### config.mk
export PLATFORM = sky130hd
export DESIGN_NAME = spi_reg_responder
export DESIGN_NICKNAME = d
export VERILOG_FILES = /design/src/rtl/spi_reg_responder.sv
export SDC_FILE = /design/constraint.sdc
export NUM_CORES = 1
export LEC_CHECK = 0
export ABC_AREA = 1
export CORE_MARGIN = 4
export CORE_UTILIZATION = 35
export DETAILED_ROUTE_END_ITERATION = 7
export PLACE_DENSITY = 0.57
export SLEW_MARGIN = 20
export SYNTH_ARGS = -nofsm -noshare
export SYNTH_HDL_FRONTEND = slang
export SYNTH_SLANG_ARGS = --single-unit
### constraint.sdc
create_clock -name clk_40k -period 1.9 [get_ports clk_40k]
set_input_delay 0.38 -clock clk_40k [delete_from_list [all_inputs] [get_ports clk_40k]]
set_output_delay 0.38 -clock clk_40k [all_outputs]
set_load 0.02 [all_outputs]
### src/rtl/spi_reg_responder.sv
// spi_reg_responder: oversampled SPI responder with a 4 x 8-bit register file
module spi_reg_responder #(
    parameter logic [7:0] RST_VAL     = 8'h00,
    parameter int         SYNC_STAGES = 2
) (
    input  logic       clk_40k,
    input  logic       rst_n,
    input  logic       sclk,
    input  logic       cs_n,
    input  logic       mosi,
    output logic       miso,
    output logic [7:0] reg0_out,
    output logic [7:0] reg1_out,
    output logic [7:0] reg2_out,
    output logic [7:0] reg3_out,
    output logic       wr_pulse,
    output logic       rd_pulse,
    output logic       frame_err,
    output logic       addr_err
);
    typedef enum logic [1:0] {IDLE, CMD, DATA, S_END} state_t;
    logic [SYNC_STAGES-1:0] sclk_sync_q, cs_sync_q, mosi_sync_q;
    logic                   sclk_prev_q, cs_prev_q;
    logic                   sclk_s, cs_s, mosi_s;
    logic                   sclk_rise, sclk_fall, cs_rise, cs_fall;
    state_t                 state_q, state_d;
    logic [4:0]             cnt_q, cnt_d, cnt_inc;
    logic [7:0]             rx_q, rx_d, rx_next;
    logic [7:0]             tx_q, tx_d;
    logic                   rw_q, rw_d;
    logic [6:0]             addr_q, addr_d;
    logic                   miso_q, miso_d;
    logic                   wr_q, wr_d, rd_q, rd_d, fe_q, fe_d, ae_q, ae_d;
    logic                   good, in_range;
    logic [7:0]             regs_q [4];
    logic [7:0]             regs_d [4];

    assign sclk_s    = sclk_sync_q[SYNC_STAGES-1];
    assign cs_s      = cs_sync_q[SYNC_STAGES-1];
    assign mosi_s    = mosi_sync_q[SYNC_STAGES-1];
    assign sclk_rise = sclk_s & ~sclk_prev_q;
    assign sclk_fall = ~sclk_s & sclk_prev_q;
    assign cs_rise   = cs_s & ~cs_prev_q;
    assign cs_fall   = ~cs_s & cs_prev_q;
    assign rx_next   = {rx_q[6:0], mosi_s};
    assign cnt_inc   = cnt_q + 5'd1;
    assign good      = cnt_q == 5'd16;
    assign in_range  = ~|addr_q[6:2];

    assign miso      = miso_q;
    assign wr_pulse  = wr_q;
    assign rd_pulse  = rd_q;
    assign frame_err = fe_q;
    assign addr_err  = ae_q;
    assign reg0_out  = regs_q[0];
    assign reg1_out  = regs_q[1];
    assign reg2_out  = regs_q[2];
    assign reg3_out  = regs_q[3];

    // Synchronizers and edge-detect history; cs_n idles high so reset release never looks like a frame start
    always_ff @(posedge clk_40k or negedge rst_n) begin
        if (!rst_n) begin
            sclk_sync_q <= '0;
            cs_sync_q   <= '1;
            mosi_sync_q <= '0;
            sclk_prev_q <= 1'b0;
            cs_prev_q   <= 1'b1;
        end else begin
            sclk_sync_q <= {sclk_sync_q[SYNC_STAGES-2:0], sclk};
            cs_sync_q   <= {cs_sync_q[SYNC_STAGES-2:0], cs_n};
            mosi_sync_q <= {mosi_sync_q[SYNC_STAGES-2:0], mosi};
            sclk_prev_q <= sclk_s;
            cs_prev_q   <= cs_s;
        end
    end

    // Frame state, shift registers, register file and strobes
    always_ff @(posedge clk_40k or negedge rst_n) begin
        if (!rst_n) begin
            state_q <= IDLE;
            cnt_q   <= '0;
            rx_q    <= '0;
            tx_q    <= '0;
            rw_q    <= 1'b0;
            addr_q  <= '0;
            miso_q  <= 1'b0;
            wr_q    <= 1'b0;
            rd_q    <= 1'b0;
            fe_q    <= 1'b0;
            ae_q    <= 1'b0;
            regs_q  <= '{default: RST_VAL};
        end else begin
            state_q <= state_d;
            cnt_q   <= cnt_d;
            rx_q    <= rx_d;
            tx_q    <= tx_d;
            rw_q    <= rw_d;
            addr_q  <= addr_d;
            miso_q  <= miso_d;
            wr_q    <= wr_d;
            rd_q    <= rd_d;
            fe_q    <= fe_d;
            ae_q    <= ae_d;
            regs_q  <= regs_d;
        end
    end

    // Next state: cs_n rise outranks any SCLK edge; evaluation is registered so strobes and commits land together
    always_comb begin
        state_d = state_q;
        cnt_d   = cnt_q;
        rx_d    = rx_q;
        tx_d    = tx_q;
        rw_d    = rw_q;
        addr_d  = addr_q;
        miso_d  = miso_q;
        wr_d    = 1'b0;
        rd_d    = 1'b0;
        fe_d    = 1'b0;
        ae_d    = 1'b0;
        regs_d  = regs_q;
        if (state_q == IDLE) begin
            miso_d = 1'b0;
            if (cs_fall) begin
                state_d = CMD;
                cnt_d   = '0;
                rx_d    = '0;
                tx_d    = '0;
            end
        end else if (cs_rise) begin
            state_d = IDLE;
            miso_d  = 1'b0;
            fe_d    = !good;
            ae_d    = good && !in_range;
            wr_d    = good && !rw_q && in_range;
            rd_d    = good && rw_q && in_range;
            if (good && !rw_q && in_range) regs_d[addr_q[1:0]] = rx_q;
        end else begin
            if (sclk_fall) begin
                cnt_d = (cnt_q == 5'd17) ? cnt_q : cnt_inc;
                if (state_q != S_END) rx_d = rx_next;
                if (state_q == CMD && cnt_inc == 5'd8) begin
                    rw_d    = rx_next[7];
                    addr_d  = rx_next[6:0];
                    tx_d    = (rx_next[7] && ~|rx_next[6:2]) ? regs_q[rx_next[1:0]] : 8'h00;
                    state_d = DATA;
                end
                if (state_q == DATA && cnt_inc == 5'd16) state_d = S_END;
            end
            if (sclk_rise && state_q == DATA) begin
                miso_d = tx_q[7];
                tx_d   = {tx_q[6:0], 1'b0};
            end
        end
    end
endmodule

==> notes.md <==
- 1000 mW/mm² — power per standard cell area
- 30 — Unique cell types
- 0 — count of endpoints failing hold in the final timing report
- 2.16 ns — Required @ worst endpoint
- 41 — number of port buffers
- flip-flop — type of destination of the critical path
- 0.474 ns — actual slew at the worst max-slew pin
- 1630 µW — sw power
- 42 — Top-Level Pins
- 417 — Yosys Instances
- 3 — CTS H-tree depth
- 0.782 — final weighted congestion in routability-driven placement
- 8.42 µm² — Syn Area/Cell
- 6110 µm — Final HPWL DP
- mosi_sync_q[0]$_DFF_PN0_ — start point of the worst hold path
- 0 — antenna violations before repair
- 0 — DRC violations left
- 0.00977 mm² — Floorplan Core Area
- 9 — clock buffer count from CTS
- 36 — floorplan row count
- 42.4% — share of power burned in registers
- complete, no violations — run status
- 542 MHz — top achievable clock speed
- yes — RSZ-0062 raised after global routing
- 76 — flip-flop and latch count after synthesis
- 108 µm — floorplan die width
- 0.00191 mm² — FF/Latch Area
- 35.9% — fraction of the core area occupied by cells at floorplan
- 2 — maximum buffer depth of the clock tree
- 5 — Detailed Routing Iterations Pass 1
- inv_1, ha_1, nand2_2, nor3_4, nand3_2, o21ai_0 — CP Cell Sequence
- yes — clock tree from TritonCTS
- 0.00351 mm² — chip area estimate from yosys synthesis
- clkbuf_8 — CTS root buffer
- 0 — Post-CTS Repair Setup Buffers
- 0.46 ns — stage delay of the slowest cell on the critical path
- 30 — OpenROAD warning count
- 0 — Antenna Diode Count
- 0.09 ns — Reg clk slew, reported paths
- 0.00194 µW — reported leakage power
- 0 — tally of nets with antenna violations remaining after routing
- 16 — critical path fanouts, max
- 16.0% — global routing usage summed across all routing layers
- 97.2% — share of the cycle needed by the critical path after routing
- 97 — DR iter-0 viols
- 1.85 ns — minimum clock period
- 426 — Post-Syn Nets
- 108 µm — Die Ht
- 2750 µW — total internal power
- 12.0% — share of post-route cells with drive strength above 1
- 0 — global route overflow
- 479 — Nets
- 0 ns — setup TNS
- 0.00144 mm² — Combinational Area
- cnt_q[0]$_DFFE_PN0P_ — source of the worst register-to-register timing path
- 68.4% — remaining max-slew budget at the tightest pin
- nand2_1 (130), dfrtp_1 (71), o21ai_0 (53) — Top Layout Cells
registers in the layout, summed over array words and instances (netlist names):
register,count
reg0_out,8
reg1_out,8
reg2_out,8
reg3_out,8
rx_q,8
tx_q,8
addr_q,7
cnt_q,5
cs_sync_q,2
mosi_sync_q,2
sclk_sync_q,2
state_q,2
addr_err,1
cs_prev_q,1
frame_err,1
miso,1
rd_pulse,1
rw_q,1
sclk_prev_q,1
wr_pulse,1
Yosys cell counts, drive strengths merged:
master    n  area [µm²]
nor3      5        47.5
o21ai    56         280
and2      1        6.26
buf       7        43.8
a21oi     5        28.8
ha        4        50.1
clkbuf    6        22.5
dfstp     3        78.8
nor4      1        6.26
a31oi     1        6.26
nor2     31         153
nand3    44         240
or2       3        18.8
nand2   135         519
nand4     7        43.8
dfrtp    73        1830
o22ai     3        18.8
inv      32         120
kinds of logic (layout without fill, tap and decap cells):
| group | count (synthesis) | count (layout) | share of synthesized area (%) |
|---|---|---|---|
| and+or+nand+nor | 227 | 227 | 29.5 |
| DFF | 76 | 76 | 54.3 |
| AOI/OAI and AO/OA | 65 | 65 | 9.52 |
| buffers and inverters | 45 | 103 | 5.31 |
| adders and majority gates | 4 | 4 | 1.43 |
cell type report:
cell class / instances / share of cell area, %
inverter: 32 / 2.74
clock inverter: 7 / 1.89
sequential: 76 / 43.6
multi-input combinational: 296 / 32.8
clock buffer: 9 / 2.83
tap: 133 / 3.80
timing repair buffer: 55 / 12.3
layer usage:
metal / track usage [%] / vias up / part of all wire (%)
li1: - / 1465 / -
met1: 22.1 / 1380 / 47
met2: 24.2 / 58 / 47
met3: 4.36 / 12 / 4.6
met4: 5.59 / 0 / 1.5
met5: 0 / - / 0
per-stage QoR:
step	hold slack [ns]	setup WS (ns)	instances	power, µW
2_1_floorplan	0.0844	0.304	417	2670
3_3_place_gp	0.305	0.156	591	3090
3_5_place_dp	0.308	0.0446	591	3090
4_1_cts	0.355	0.00751	608	4400
5_1_grt	0.361	-0.0984	608	4680
6_report	0.353	0.0536	608	4380
final timing paths:
check,to,slack [ns],cells after the start
setup / recovery,reg3_out[2]$_DFFE_PN0P_,0.05,6
hold / removal,mosi_sync_q[1]$_DFF_PN0_,0.35,0
setup reg to reg,reg3_out[2]$_DFFE_PN0P_,0.05,6
hold reg to reg,mosi_sync_q[1]$_DFF_PN0_,0.35,0
max in group asynchronous,tx_q[3]$_DFFE_PN0P_,0.85,3
min in group asynchronous,cnt_q[4]$_DFFE_PN0P_,0.46,2
critical path: cells and delay by family, from the launching register on:
family          cells  cell delay [ns]
buf+inv             1             0.10
simple gates        3             0.72
fa+ha+maj           1             0.19
flops               1             0.46
compound gates      1             0.28
what timing repair did:
item                                   CTS  global route
setup endpoints to repair                0            42
hold buffers                             1             0
endpoints found under the hold margin   22             0
gates resized                            0             7
power groups by stage:
stage | clock network, µW | registers, µW | logic, µW
2_1_floorplan | 0 | 1860 | 812
3_3_place_gp | 0 | 1880 | 1210
3_5_place_dp | 0 | 1880 | 1210
4_1_cts | 1330 | 1850 | 1220
5_1_grt | 1410 | 1880 | 1390
6_report | 1300 | 1860 | 1220
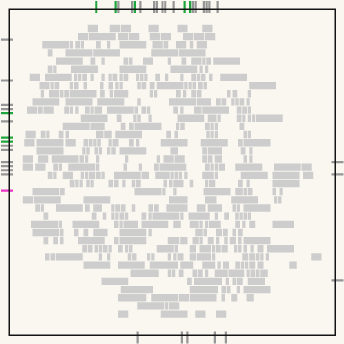
**Above:** pin placement.
Scale: 3 px per µm. Pins as bars across the die edge, other pins in grey.
Magenta stands for `mosi`, pins 1, direction input, edge west. Green stands for `reg1_out`, pins 8, direction output, edge 5 north, 3 west.
All pins by edge: 19 north, 15 west, 5 south, 3 east.

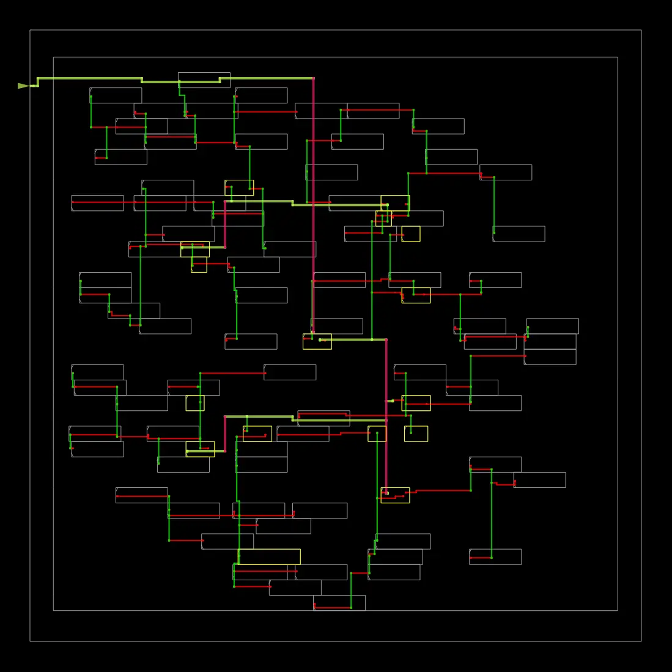
**Above:** clock wiring as the flow saved it.
clock buffer count: 9
number of flip-flops and latches: 76
Clk. pwr: 1300 µW
Worst Clk Skew: 0.0174 ns

Power is estimated from default activity; no workload was simulated.
